[src/rtl/fifo_put_arbiter.sv]
// Round-robin arbiter sharing the FIFO put port among N_REQ producers.
// Bursts of up to MAX_BURST words per grant, stalls cleanly on full_out.
module fifo_put_arbiter #(
    parameter int N_BITS    = 32,
    parameter int N_REQ     = 4,
    parameter int MAX_BURST = 4
) (
    input  logic                       clk_put,
    input  logic                       reset,
    input  logic [N_REQ-1:0]           req,
    input  logic [N_REQ*N_BITS-1:0]    data_in,
    input  logic                       full_out,
    output logic [N_REQ-1:0]           grant,
    output logic                       req_put,
    output logic [N_BITS-1:0]          data_put,
    output logic [N_REQ-1:0]           ack,
    output logic [$clog2(N_REQ)-1:0]   owner,
    output logic                       busy
);

    localparam int IW  = $clog2(N_REQ);
    localparam int IWP = IW + 1;

    typedef enum logic {IDLE, OWN} state_t;

    state_t           state_q, state_d;
    logic [N_REQ-1:0] grant_q, grant_d;
    logic [IW-1:0]    owner_q, owner_d;
    logic [IW-1:0]    rr_ptr_q, rr_ptr_d;
    logic [3:0]       burst_cnt_q, burst_cnt_d;

    logic             ack_any;
    logic             burst_end;
    logic             rel;
    logic [IW-1:0]    next_ptr;
    logic [N_REQ-1:0] owner_oh;
    logic [N_REQ-1:0] others;
    logic [N_REQ-1:0] cand;
    logic [IW:0]      idle_hit;
    logic [IW:0]      hand_hit;

    // First set bit of m searching upward from p, wrapping mod N_REQ.
    // Returns {found, index}.
    function automatic logic [IW:0] pick(
        input logic [N_REQ-1:0] m,
        input logic [IW-1:0]    p
    );
        logic [IW:0] r;
        logic [IW:0] s;
        r = '0;
        for (int k = N_REQ - 1; k >= 0; k--) begin
            s = {1'b0, p} + IWP'(k);
            if (s >= IWP'(N_REQ)) begin
                s = s - IWP'(N_REQ);
            end
            if (m[s[IW-1:0]]) begin
                r = {1'b1, s[IW-1:0]};
            end
        end
        return r;
    endfunction

    assign ack     = grant_q & req & {N_REQ{~full_out}};
    assign req_put = |ack;
    assign grant   = grant_q;
    assign owner   = owner_q;
    assign busy    = |grant_q;

    always_comb begin
        data_put = '0;
        for (int i = 0; i < N_REQ; i++) begin
            if (grant_q[i]) begin
                data_put = data_put | data_in[i*N_BITS +: N_BITS];
            end
        end
    end

    always_comb begin
        ack_any   = |ack;
        owner_oh  = N_REQ'(1) << owner_q;
        burst_end = ack_any && (burst_cnt_q == 4'(MAX_BURST - 1));
        rel       = (state_q == OWN) && (burst_end || !req[owner_q]);
        next_ptr  = (owner_q == IW'(N_REQ - 1)) ? '0 : owner_q + 1'b1;
        others    = req & ~owner_oh;
        // After a full burst the owner yields unless nobody else wants the port.
        cand      = (burst_end && (others != '0)) ? others : req;
        idle_hit  = pick(req, rr_ptr_q);
        hand_hit  = pick(cand, next_ptr);

        state_d     = state_q;
        grant_d     = grant_q;
        owner_d     = owner_q;
        rr_ptr_d    = rr_ptr_q;
        burst_cnt_d = burst_cnt_q;

        unique case (state_q)
            IDLE: begin
                if (idle_hit[IW]) begin
                    state_d     = OWN;
                    owner_d     = idle_hit[IW-1:0];
                    grant_d     = N_REQ'(1) << idle_hit[IW-1:0];
                    burst_cnt_d = '0;
                end
            end
            OWN: begin
                if (rel) begin
                    rr_ptr_d    = next_ptr;
                    burst_cnt_d = '0;
                    if (hand_hit[IW]) begin
                        owner_d = hand_hit[IW-1:0];
                        grant_d = N_REQ'(1) << hand_hit[IW-1:0];
                    end else begin
                        state_d = IDLE;
                        grant_d = '0;
                    end
                end else if (ack_any) begin
                    burst_cnt_d = burst_cnt_q + 4'd1;
                end
            end
            default: begin
                state_d = IDLE;
                grant_d = '0;
            end
        endcase
    end

    always_ff @(posedge clk_put) begin
        if (reset) begin
            state_q     <= IDLE;
            grant_q     <= '0;
            owner_q     <= '0;
            rr_ptr_q    <= '0;
            burst_cnt_q <= '0;
        end else begin
            state_q     <= state_d;
            grant_q     <= grant_d;
            owner_q     <= owner_d;
            rr_ptr_q    <= rr_ptr_d;
            burst_cnt_q <= burst_cnt_d;
        end
    end

endmodule

[config.mk]
export PLATFORM = sky130hd
export DESIGN_NAME = fifo_put_arbiter
export DESIGN_NICKNAME = d
export VERILOG_FILES = /design/src/rtl/fifo_put_arbiter.sv
export SDC_FILE = /design/constraint.sdc
export NUM_CORES = 1
export LEC_CHECK = 0
export CORE_MARGIN = 2
export CORE_UTILIZATION = 30
export CTS_CLUSTER_DIAMETER = 40
export CTS_CLUSTER_SIZE = 10
export DETAILED_ROUTE_END_ITERATION = 6
export PLACE_DENSITY = 0.87
export SETUP_SLACK_MARGIN = 0.05
export SYNTH_ARGS = -nofsm -noshare
export SYNTH_HDL_FRONTEND = slang
export SYNTH_SLANG_ARGS = --single-unit
[constraint.sdc]
create_clock -name clk_put -period 3.14 [get_ports clk_put]
set_clock_uncertainty 0.05 [all_clocks]
set_input_delay 0.628 -clock clk_put [delete_from_list [all_inputs] [get_ports clk_put]]
set_output_delay 0.628 -clock clk_put [all_outputs]
set_load 0.02 [all_outputs]
==> out/results.env, run 1 <==
FIRST_GLOBAL_VIAS=2610
SYNTH.MUX.AREA_FRACTION=0.0289
IRDROPWORSTVDD_mV=0.321
VIA_COUNT=2884
SYNTH.CELLMIX.COMPOUNDSHARE=0.449
SYNTHDOMINANTAREACELLTYPE='sky130_fd_sc_hd__a22oi_1'
YS_SH_SIMPLE=0.279
POST-SYNTH-TOP-AREA-FRACTION=0.272
PATH_CLK_SLEW_NS=0.05
NUM-NETS-FINAL=583
SYN_NETS=404
PORT_BUFFERS=178
POWER.DENSITY_mW_PER_MM2=353
MIN_FROM='burst_cnt_q[3]$_SDFFE_PP0P_'
DIE_H_UM=81.9
WORST-PATH-MAX-FANOUT=5
AREA_DELTA_SYNTH_FINAL_PCT=110
INITIAL_UTILIZATION=0.309
DRT-INITIAL-DRC-COUNT=171
FINAL_CELL_MIX='sky130_fd_sc_hd__clkdlybuf4s50_1 (178), sky130_fd_sc_hd__a22oi_1 (66), sky130_fd_sc_hd__nand2_1 (44), sky130_fd_sc_hd__buf_4 (20), sky130_fd_sc_hd__a21oi_1 (17)'
RR_WORST_DEPTH=9
HOLD_PATH_DEPTH=2
IOPINCOUNT=179
DP_AREA_MM2=0.00372
CTS.ROOT.BUFFER_CELL='sky130_fd_sc_hd__clkbuf_8'
NETLIST_TOP_CELLS_AREA='sky130_fd_sc_hd__a22oi_1 (27%), sky130_fd_sc_hd__dfxtp_1 (14%), sky130_fd_sc_hd__nand2_1 (9.1%)'
HTREE_LEVELS=1
GRT.OVERFLOW.TOTAL=0
ANTENNA-DIODE-COUNT=0
CRITPATHSLOWESTCELL='sky130_fd_sc_hd__clkdlybuf4s50_1'
CRIT_CHAIN='clkdlybuf4s50_1, nand2_1, a41oi_2, clkdlybuf4s50_1'
CRITICAL_PATH_MAX_STAGE_DELAY_NS=0.65
TIMING.CRITICAL_PATH.REQUIRED_NS=2.46
FLOORPLAN.DIE_AREA_MM2=0.00670
CRIT_FAMILY='buffers and inverters'
POST_LAYOUT_NONFILLER_INSTANCES=517
YS_WARN_COUNT=0
TRITONCTS='built'
MAX_SLEW_MARGIN_VS_LIMIT=0.623
CRIT-REG2REG-LAUNCH='owner[1]$_SDFFE_PP0P_'
SLEW_VIOL_FINAL=0
SYNTHTOPCELLSBYCOUNT='sky130_fd_sc_hd__a22oi_1 (66), sky130_fd_sc_hd__nand2_1 (44), sky130_fd_sc_hd__clkbuf_1 (19), sky130_fd_sc_hd__a21oi_1 (17), sky130_fd_sc_hd__nor2_1 (15)'
POST-PLACE-CELLS=509
ANTENNA_VIOLATIONS_BEFORE_REPAIR=0
CLK-INSERTION-DELAY-LATE_NS=0.25
ROUTE.FINAL.WIRE_LENGTH_UM=9260
TIMING.MAX_CAP.VIOLATIONS=0
COMMONEST_FLOP='sky130_fd_sc_hd__dfxtp_1'
AVGSYNTHCELLAREA_UM2=6.89
OUTCOME='complete, no violations'
LAYOUT_MIN_CYCLE_TIME_NS=3.03
LAYOUT_WORST_PATH_CYCLE_SHARE=0.964
CRIT-REG2REG-CAPTURE='owner[1]$_SDFFE_PP0P_'
TOTALPOWERFINAL_mW=1.35
MAX_FREQ_MHz=330
DRIVE_GT1_FRAC=0.0860
GRT_SETUP_UNREPAIRED='false'
SYNTH_XOR_XNOR_AREA_SHARE=0
DRT-WIRELENGTH-PER-CELL_UM=17.9
CTS.SINK_COUNT=13
TIMING.FINAL.HOLD_VIOLATIONS=0
YOSYS.CELL_COUNT.TOP_TYPE='sky130_fd_sc_hd__a22oi_1'
N_FILL_CELL=512
MIN-DELAY-PATH-CLASS='flip-flop to flip-flop'
FINAL_CRITICAL_PATH_SETUP_SLACK_NS=0.114
HOLDPATHEND='burst_cnt_q[3]$_SDFFE_PP0P_'
CLK_BUF_DEPTH=2
SYNTH-ASYNC-RESET-RATIO=0
NUMBER_OF_ENABLE_FLIP_FLOP_CELLS=0
TALLY_OF_OPENROAD_WARNINGS=29
CRIT_TOP_CELL='sky130_fd_sc_hd__clkdlybuf4s50_1'
PLACE_HPWL_UM=7470
PLACEMENTROWS=28
YS_CELLS=264
GRT_MAX_DEGREE=36
WIRE_LENGTH_OF_THE_FIRST_GLOBAL_ROUTING_PASS_UM=12700
DIEWIDTH_UM=81.9
CRITICAL_PATH_CLASS='input pin to output port'
TIMING.CRITICAL_PATH.FROM_TYPE='input pin'
ROUTED_VIA_DENSITY=5.58
ANTENNA_VIOLATING_NETS_POST_ROUTE=0
R2R_SLACK_NS=0.38
CRITPATHARRIVALTIME_NS=2.35
[run 1: final cells by class]
class / count / area [um^2] / share of cell area
multi-input cells: 220 / 1460 / 0.382
flip-flops and latches: 13 / 260 / 0.0682
inverters: 7 / 26.3 / 0.00688
well taps: 75 / 93.8 / 0.0246
clock buffers: 4 / 45.0 / 0.0118
repair buffers: 198 / 1930 / 0.506
[run 1: sequential cells by signal, summed over array words and instances, names as in the netlist]
register	cells
grant	4
rr_ptr_q	2
owner	2
state_q	1
burst_cnt_q	4
[run 1: logic make-up after synthesis]
family / after synthesis
flip-flops: 13
AND-OR/OR-AND: 110
multiplexers: 4
AND/OR/NAND/NOR: 101
adder cells (fa/ha/maj): 5
buffers and inverters: 31
[run 1: what timing repair did]
item | 4_1_cts | 5_1_grt
endpoints found under the hold margin | 0 | 0
cloned | 0 | 0
buffers inserted | 0 | 4
setup endpoints to repair | 1 | 1
pin swaps | 0 | 3
resized | 1 | 3
[run 1: worst reg2reg max path, cell delays in order, from the launching register on]
cell,delay (ns)
sky130_fd_sc_hd__dfxtp_1,0.45
sky130_fd_sc_hd__ha_1,0.45
sky130_fd_sc_hd__nand2b_1,0.21
sky130_fd_sc_hd__nand4_1,0.19
sky130_fd_sc_hd__a311oi_1,0.30
sky130_fd_sc_hd__o21ai_0,0.15
sky130_fd_sc_hd__buf_4,0.17
sky130_fd_sc_hd__a21oi_1,0.23
sky130_fd_sc_hd__or2b_2,0.34
sky130_fd_sc_hd__o211a_1,0.12
[run 1: stage by stage]
| stage | setup TNS (ns) | hold slack, ns | utilization |
|---|---|---|---|
| after floorplan | 0 | 0.404 | - |
| after global placement | 0 | 0.420 | 0.632 |
| after detailed placement | -0.197 | 0.455 | 0.632 |
| after CTS | 0 | 0.463 | 0.641 |
| after global routing | 0 | 0.492 | 0.649 |
| final | 0 | 0.454 | 0.649 |
[run 1: where the power goes]
| group | internal, mW | switching [mW] |
|---|---|---|
| clock | 0.0898 | 0.0617 |
| combinational | 0.511 | 0.475 |
| sequential | 0.180 | 0.0287 |
[run 1: metal layers]
layer  share of wire  up-vias  wire [um]  global-route usage
met1            0.38     1335       3480               0.292
met4           0.015        0        143              0.0667
met3            0.10       18        966              0.0473
li1                -     1380          -                   -
met2            0.50      151       4670               0.439
met5               0        -          0                   0
[run 1: worst max-delay path by stage]
stage / end / depth (start not counted) / slack [ns]
after floorplan: owner[1]$_SDFFE_PP0P_ / 7 / 0.58
final: req_put / 4 / 0.11
after global routing: grant[2]$_SDFFE_PP0P_ / 9 / 0.02
after CTS: req_put / 4 / 0.12
after global placement: grant[2]$_SDFFE_PP0P_ / 8 / 0.002
after detailed placement: grant[2]$_SDFFE_PP0P_ / 8 / -0.09
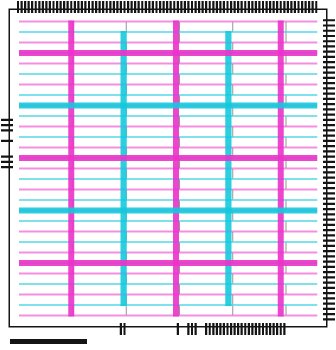
**Above:** run 1 (power grid).
Scale bar: 20 um. Pins as bars on the die edge. Tap cells in grey.
VSS -> magenta
VDD -> cyan
met1 rails = 29
tap cells = 75
met5 straps = 5
signal pins = 179
met4 straps = 5

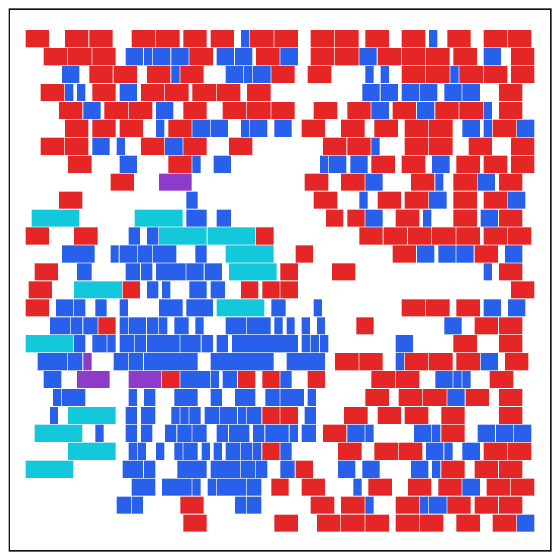
**Above:** run 1 (cell classes on the final placement).
remaining buffers and delay cells -> red  # cells 198, share of their area 52%
clock drivers and dummy loads -> purple  # cells 4, share of their area 1.2%
combinational and other logic -> blue  # cells 227, share of their area 40%
sequential cells -> cyan  # cells 13, share of their area 7.0%
floorplan core area: 0.00589 mm^2
final standard cell area without fillers: 0.00382 mm^2

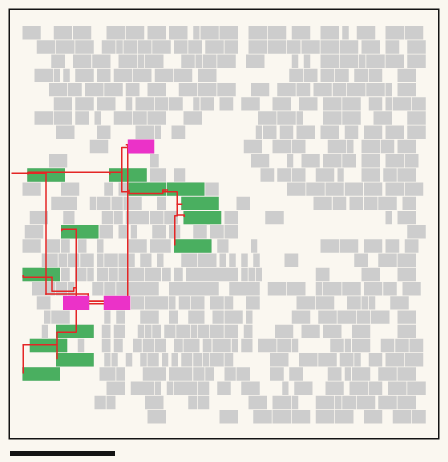
**Above:** run 1 (clock distribution).
Scale bar: 20 um.
flip-flops -> green  # count 13
clock drivers -> magenta  # count 3
clock wires -> red  # length 203 um
routed clock nets = 4
flops lie = middle left

## Run 2: what changed since run 1
--- a/config.mk
+++ b/config.mk
@@ -8,7 +8,6 @@
 export CORE_MARGIN = 2
 export CORE_UTILIZATION = 30
 export CTS_CLUSTER_DIAMETER = 40
-export CTS_CLUSTER_SIZE = 10
 export DETAILED_ROUTE_END_ITERATION = 6
 export PLACE_DENSITY = 0.87
 export SETUP_SLACK_MARGIN = 0.05
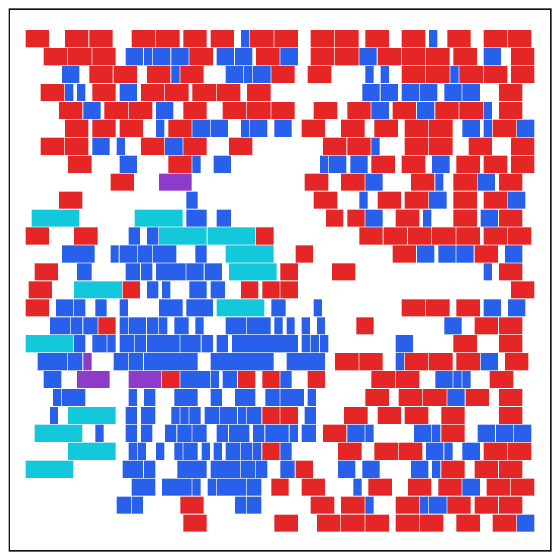
**Above:** run 2 (cell classes on the final placement).
combinational and other logic -> blue  # cells 227, share of their area 40%
remaining buffers and delay cells -> red  # cells 198, share of their area 52%
sequential cells -> cyan  # cells 13, share of their area 7.0%
clock drivers and dummy loads -> purple  # cells 4, share of their area 1.2%
share of the core filled with cells: 0.649
row cnt: 28
sequential portion of the cell area: 0.0682

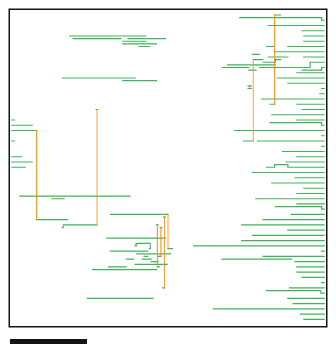
**Above:** run 2 (wiring by layer).
Scale bar: 20 um. Only two layers are drawn.
metal 3 -> green  # wire length 967 um
metal 4 -> orange  # wire length 144 um
number of vias in the routed layout: 2884
WL final: 9260 um

==> out/results.env, run 2 <==
COMB_POWER_SHARE=0.732
ANTENNA_VIOLATING_NETS_POST_ROUTE=0
CLK_BUF_DEPTH=2
AREA_DELTA_SYNTH_FINAL_PCT=110
ROUTED_VIA_DENSITY=5.58
NETLIST_TOP_CELLS_AREA='sky130_fd_sc_hd__a22oi_1 (27%), sky130_fd_sc_hd__dfxtp_1 (14%), sky130_fd_sc_hd__nand2_1 (9.1%)'
DIE_H_UM=81.9
IRDROPWORSTVDD_mV=0.321
PATH_CLK_SLEW_NS=0.05
TIMING.HOLD.WS_NS=0.454
TRITONCTS='built'
LAYOUT_WORST_PATH_CYCLE_SHARE=0.964
HTREE_LEVELS=1
SLEW_VIOL_FINAL=0
TIMING.MAX_CAP.VIOLATIONS=0
YOSYS.CELL_COUNT.TOP_TYPE='sky130_fd_sc_hd__a22oi_1'
GLOBAL_ROUTE_USAGE_SUM=0.244
PORT_BUFFERS=178
INITIAL_UTILIZATION=0.309
PLACE_HPWL_UM=7470
GRT_SETUP_UNREPAIRED='false'
NUMBER_OF_ENABLE_FLIP_FLOP_CELLS=0
AVGSYNTHCELLAREA_UM2=6.89
TIMING.CRITICAL_PATH.FROM_TYPE='input pin'
TIMING.FINAL.HOLD_VIOLATIONS=0
DRC_VIOLATIONS=0
SYNTH-SEQ-CELLS=13
MIN-DELAY-PATH-CLASS='flip-flop to flip-flop'
DRT-INITIAL-DRC-COUNT=171
P_CLK_FRAC=0.112
TALLY_OF_OPENROAD_WARNINGS=29
ANTENNA-DIODE-COUNT=0
LAYOUT_MIN_CYCLE_TIME_NS=3.03
FINAL_CELL_MIX='sky130_fd_sc_hd__clkdlybuf4s50_1 (178), sky130_fd_sc_hd__a22oi_1 (66), sky130_fd_sc_hd__nand2_1 (44), sky130_fd_sc_hd__buf_4 (20), sky130_fd_sc_hd__a21oi_1 (17)'
CP-END-KIND='output port'
FLOORPLAN.DIE_AREA_MM2=0.00670
SYN_NETS=404
CRITICAL_PATH_CLASS='input pin to output port'
SYNTH.CELL_AREA_MM2=0.00182
SYNTHDOMINANTAREACELLTYPE='sky130_fd_sc_hd__a22oi_1'
REPORT.FINAL.SETUP_VIOL=0
ANTENNA_VIOLATIONS_BEFORE_REPAIR=0
SYNTHTOPCELLSBYCOUNT='sky130_fd_sc_hd__a22oi_1 (66), sky130_fd_sc_hd__nand2_1 (44), sky130_fd_sc_hd__clkbuf_1 (19), sky130_fd_sc_hd__a21oi_1 (17), sky130_fd_sc_hd__nor2_1 (15)'
OUTCOME='complete, no violations'
SYNTH-ASYNC-RESET-RATIO=0
LAYOUT_TOP_CELL='sky130_fd_sc_hd__clkdlybuf4s50_1'
DIEWIDTH_UM=81.9
YS_CELLS=264
POWER_LEAKAGE_nW=1.49
DRIVE_GT1_FRAC=0.0860
CLK-INSERTION-DELAY-LATE_NS=0.25
NUM-NETS-FINAL=583
SEQ_AREA_FRAC_SYNTH=0.143
FIRST_GLOBAL_VIAS=2610
CTS.SINK_COUNT=13
TIMING.CRITICAL_PATH.REQUIRED_NS=2.46
GLOBALPLACE.CONGESTION=0.986
WORST-PATH-MAX-FANOUT=5
CTS.ROOT.BUFFER_CELL='sky130_fd_sc_hd__clkbuf_8'
PWR-SHARE-SEQ=0.155
CTS-BUFFERS-INSERTED=3
SWITCHING_POWER_mW=0.566
IOPINCOUNT=179
SYNTH_CELLS=264
SYNTH.LIB_CELLS_USED.DISTINCT=48
CORE_AREA_MM2=0.00589
TIMING_WORST_SLEW_PIN_VALUE_NS=0.564
INTERNAL_POWER_mW=0.782
MAX_FREQ_MHz=330
WIRE_LENGTH_OF_THE_FIRST_GLOBAL_ROUTING_PASS_UM=12700
POWER.DENSITY_mW_PER_MM2=353
N_FILL_CELL=512
POST-SYNTH-TOP-AREA-FRACTION=0.272
YS_WARN_COUNT=0
GRT_MAX_DEGREE=36
DRT_FIRST_PASS_ITERS=5
CRITPATHARRIVALTIME_NS=2.35
COMMONEST_FLOP='sky130_fd_sc_hd__dfxtp_1'
GRT.OVERFLOW.TOTAL=0
SWITCHING_SHARE=0.420
SYNTH-AREA-YOSYS_MM2=0.00182
MAX_SLEW_MARGIN_VS_LIMIT=0.623
DRT-WIRELENGTH-PER-CELL_UM=17.9
-- run 2: cell counts after synthesis --
Identical to the previous run, type by type.
-- run 2: repair_timing --
| item | CTS | global route |
|---|---|---|
| pin swaps | 0 | 3 |
| setup buffers | 0 | 4 |
| resized | 1 | 3 |
| hold buffers | 0 | 0 |
| cloned | 0 | 0 |
| hold endpoints to repair | 0 | 0 |
| setup endpoints to repair | 1 | 1 |
-- run 2: final timing paths --
| check | slack [ns] | endpoint | from | cells after the start |
|---|---|---|---|---|
| setup reg to reg | 0.38 | owner[1]$_SDFFE_PP0P_ | owner[1]$_SDFFE_PP0P_ | 9 |
| hold reg to reg | 0.45 | burst_cnt_q[3]$_SDFFE_PP0P_ | burst_cnt_q[3]$_SDFFE_PP0P_ | 2 |
| hold / removal | 0.45 | burst_cnt_q[3]$_SDFFE_PP0P_ | burst_cnt_q[3]$_SDFFE_PP0P_ | 2 |
| setup / recovery | 0.11 | req_put | req[3] | 4 |
-- run 2: area by class of cell --
type,count,area [um^2],area share
clock buffer,4,45.0,0.0118
timing repair buffer,198,1930,0.506
tap,75,93.8,0.0246
multi-input combinational,220,1460,0.382
sequential,13,260,0.0682
inverter,7,26.3,0.00688
-- run 2: worst max-delay path: stages --
cell	delay (ns)
sky130_fd_sc_hd__clkdlybuf4s50_1	0.57
sky130_fd_sc_hd__nand2_1	0.16
sky130_fd_sc_hd__a41oi_2	0.33
sky130_fd_sc_hd__clkdlybuf4s50_1	0.65
-- run 2: power by group through the flow --
stage / registers, mW / logic [mW] / clock network (mW)
CTS: 0.209 / 0.978 / 0.154
global route: 0.212 / 1.05 / 0.161
finish: 0.209 / 0.987 / 0.152
global placement: 0.212 / 0.960 / 0
detailed placement: 0.213 / 0.973 / 0
floorplan: 0.211 / 0.470 / 0
-- run 2: stage by stage --
stage / power [mW] / cells / setup slack (ns) / area (um^2) / setup TNS (ns)
after floorplan: 0.680 / 264 / 0.578 / 1820 / 0
after global placement: 1.17 / 509 / 0.00208 / 3720 / 0
after detailed placement: 1.19 / 509 / -0.0886 / 3720 / -0.197
after CTS: 1.34 / 513 / 0.123 / 3770 / 0
after global routing: 1.43 / 517 / 0.0171 / 3820 / 0
final: 1.35 / 517 / 0.114 / 3820 / 0
-- run 2: layer usage --
layer | wire length (um) | part of all wire | up-vias | track usage
li1 | - | - | 1380 | -
met1 | 3480 | 0.38 | 1335 | 0.292
met2 | 4670 | 0.50 | 151 | 0.439
met3 | 966 | 0.10 | 18 | 0.0473
met4 | 143 | 0.015 | 0 | 0.0667
met5 | 0 | 0 | - | 0
-- run 2: cell families after synthesis --
family                   count (synthesis)  synth area share
AND/OR/NAND/NOR                        101             0.279
multiplexers                             4            0.0289
buffers and inverters                   31            0.0653
flip-flops                              13             0.143
AND-OR/OR-AND                          110             0.449
adder cells (fa/ha/maj)                  5            0.0344
No activity file was given, so power comes from the tool's default toggle rates.
